### Logic cells by family, run 1

Drawn at 4 px/micron.
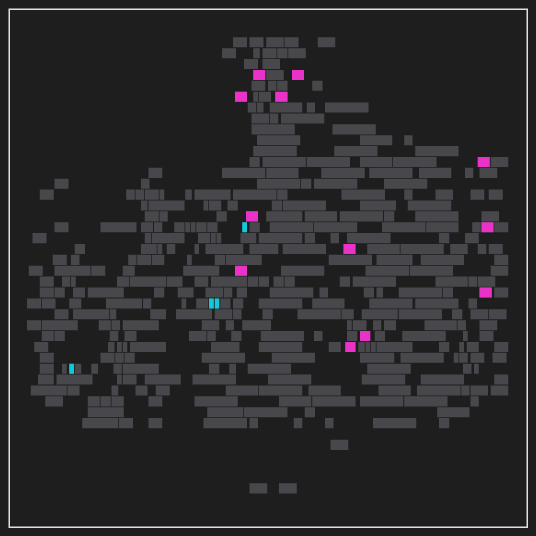
### Cell sizes after repair, run 1

Drawn at 4 px/micron.
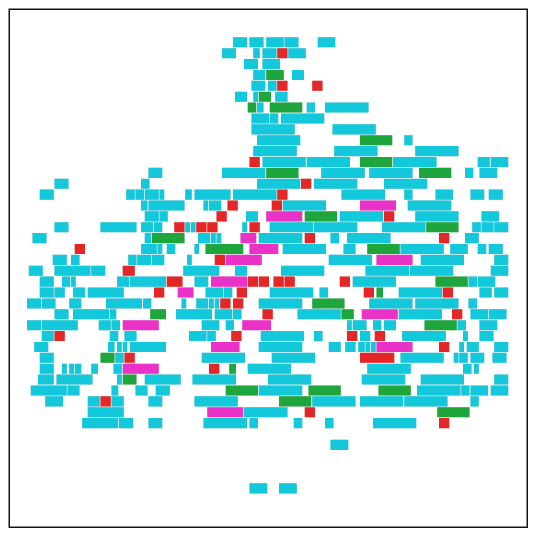
### Congestion heat map, run 1

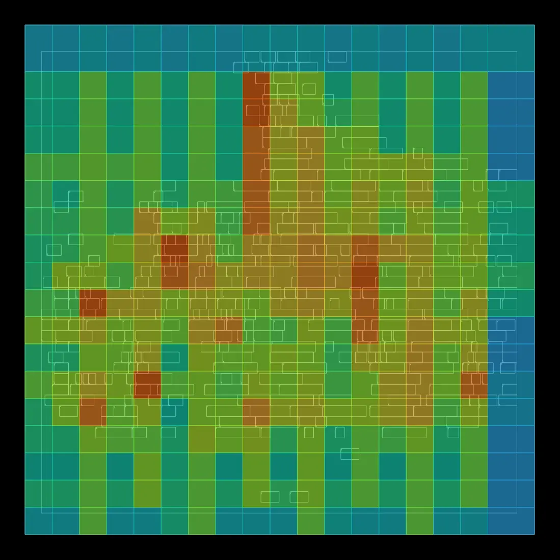
### Signal wires on met3, run 1

Drawn at 2 px/micron.
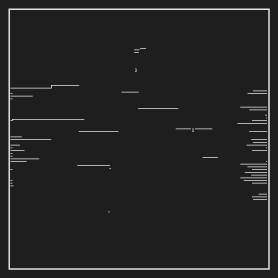
Design instr_encoder, sky130hd; sources not shown.
==> results.txt, run 1 <==
Implementation numbers.

- The combinational power is 1.50 mW.
- The data required time at the worst endpoint is 2.16 ns.
- The flow ran to the end, and the final reports show no timing, DRC or antenna violations.
- The number of buffers inserted by hold repair at cts is 0.
- Logged for this run, the post-placement worst setup slack is -0.447 ns.
- The overflow left after global routing reads 0.
- The clock insertion delay at the later pin of the skew report reads 0.33 ns.
- The post-route worst setup slack is 0.199 ns.
- Per the detail_route log, met2 wirelength is 4.34 mm.
- Per the synthesis report, the number of distinct cell types is 40.
- The share of synthesized cell area in and-or and or-and compound cells reads 4.88%.
- The storage element area reads 2370 sq um.
- The number of failing hold endpoints at the final stage reads 0.
- For reference, the top cells by area after synthesis are edfxtp_1 52%, dfrtp_1 12%, mux4_2 9.8%, and2_1 4.1%, a22o_1 2.4%.
- The part of the total power dissipated in combinational logic is 36.4%.
- The number of port buffers reads 62.
- The max-slew violation total from the final report reads 0.
- For met1 alone, demand over resource in global routing was 14.1%.
- The heaviest power group reads sequential cells.
- The final design utilization is 36.9%.
- The setup check on the worst reg-to-reg path leaves a slack of 0.65 ns.
- 0 antenna diodes ended up in the layout.
Back to the opening pictures, 'Logic cells by family':
Key: magenta = AND-OR and OR-AND gates [cells 12]; cyan = inverters [cells 4, where middle]
Final Instance Count excl. Fillers: 528
fraction of area in multi-input gates: 24.3%
most frequent logic cell in the layout: edfxtp_1

Back to the opening pictures, 'Cell sizes after repair':
Key: red = drive 3 to 4 [cells 44, most used buf_4]; cyan = drive 1 or less [cells 262, most used edfxtp_1]; green = drive 2 [cells 27, most used mux4_2]; magenta = drive 6 and up [cells 15, most used clkbuf_16]
Area growth syn-to-layout: 41.9%
final std cell area, no fill: 5200 sq um
Signal buffers: 107

Back to the opening pictures, 'Congestion heat map':
All-Layer GR Usage: 10.7%
met3 GRT Util: 3.09%

Back to the opening pictures, 'Signal wires on met3':
The wires run mostly horizontal. The layer holds 5.0% of the routed length. The longest straight run is 35.9 microns. 54 nets have wire on it.
total wire length: 8.83 mm
vias after detailed routing: 2,395

### The metal 2 layer, run 1

Drawn at 2 px/micron.
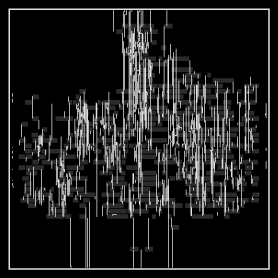

==> run 1 -> run 2 <==
- ABC_AREA: not set -> 1
- GPL_TIMING_DRIVEN: not set -> 0
- SETUP_SLACK_MARGIN: 0.2 -> 0.3
### The metal 2 layer, run 2

Drawn at 2 px/micron.
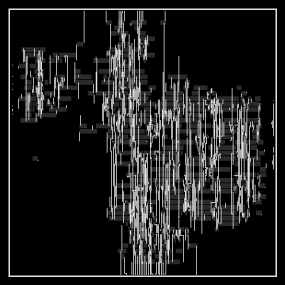
405 nets have wire on it. The wires run mostly vertical. The layer carries 5,120 microns of wire. The layer holds 52% of the routed length.
total wire length: 9.88 mm
vias after detailed routing: 2,977

### Cell sizes after repair, run 2

Drawn at 4 px/micron.
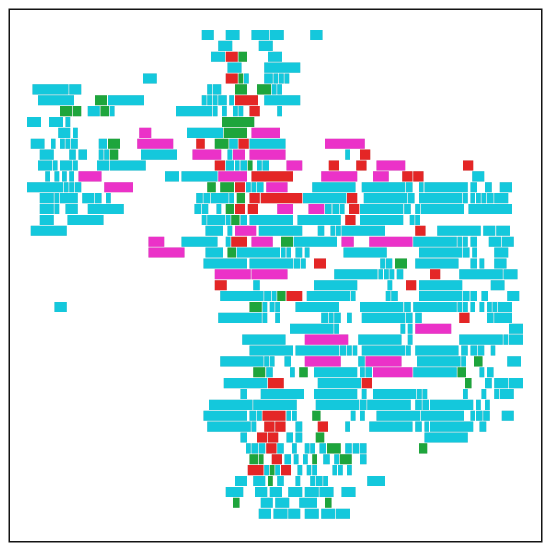
Key: green = drive 2 [cells 41, most used nor2_2]; red = drive 3 to 4 [cells 42, most used buf_4]; cyan = drive 1 or less [cells 372, most used nor2_1]; magenta = drive 6 and up [cells 30, most used clkbuf_16]
Signal buffers: 98
slack of the critical path: 0.322 ns
Area growth syn-to-layout: 41.3%
final std cell area, no fill: 5500 sq um

### Signal wires on met3, run 2

Drawn at 2 px/micron.
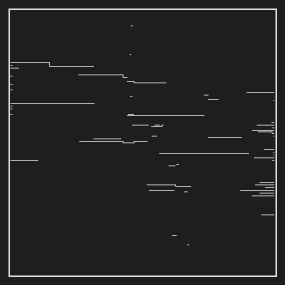
The layer holds 5.0% of the routed length. The layer carries 498 microns of wire. The longest straight run is 44.6 microns. 45 nets have wire on it. The wires run mostly horizontal.
met3 GRT Util: 3.73%

==> results.txt, run 2 <==
Implementation numbers.

- The run finished with clean final reports.
- The synthesized area reads 3890 sq um.
- Summed over its instances, the top area cell type makes up 49.4% of the synthesized netlist area.
- The area fraction in xor and xnor cells is 1.80%.
- The overflow left after global routing reads 0 (unchanged).
- The antenna diode count is 0 (unchanged).
- The share of synthesized cell area in and-or and or-and compound cells is 10.9% (+6.0 points).
- The total routing resource utilization after global routing is 11.6% (+0.88 points).
- The commonest register cell is edfxtp_1.
- The clock insertion delay at the later pin of the skew report is 0.34 ns (about the same).
- The fraction of area in multi-input gates reads 25.3% (+1.0 points).
- The final design utilization reads 36.1% (-0.77 points).
- The number of filler instances in the final layout reads 1,469.
- Of all power groups, the one with the highest power is sequential cells.
- The met1 global-route usage reads 12.8% (-1.3 points).
- The number of failing hold endpoints at the final stage came to 0 (unchanged).
- For reference, the top cells by area after synthesis are edfxtp_1 49%, dfrtp_1 12%, nor2_1 7.6%, o21ai_0 5.9%, nand2_1 4.0%.
- The antenna violation net count after detailed routing is 0.
- The OpenROAD warning count reads 30.
- The total internal power is 3.08 mW.
- The logic depth of the worst setup path including buffers is 8.
- The gate count of the mapped netlist is 382.
- The chip area reads 17,600 sq um.
- Once the floorplan was initialized, standard cells occupied 25.6% of the core.
- The routed length on met2 is 5.12 mm (+18%).
- The die span in x is 133 microns.
- The class occupying the most area after layout is reported as registers.
- The combinational power came to 1.56 mW (+4%).
- The first-pass GRT wire length reads 16.1 mm.
- The max-slew violation total from the final report reads 0 (unchanged).
- The master cell of the clock root buffer is clkbuf_16.
- The number of buffers inserted by hold repair at cts was 0 (unchanged).
- Hold is met by 0.572 ns.
- The data required time at the worst endpoint is 2.16 ns (about the same).
- The final standard cell count with taps included and fillers excluded is 673 (+27%).
- The minimum setup slack among reg-to-reg paths is 0.45 ns (-0.20 ns).
- The global-route layer with the greatest usage is met2.
- The number of library cell types mapped by synthesis is 35 (-13%).
- The flow reports that sequential cells draw 35.2% of the design power.
- In the final routing, the length of wire on met1 measures 4.03 mm.
- The number of port buffers is 62 (unchanged).
- Setup repair after global routing could not meet its margin everywhere.
- The storage element area reads 2380 sq um (+0.26%).
- The part of the total power dissipated in combinational logic was 34.6% (-1.8 points).
No activity file was given, so power comes from the tool's default toggle rates.
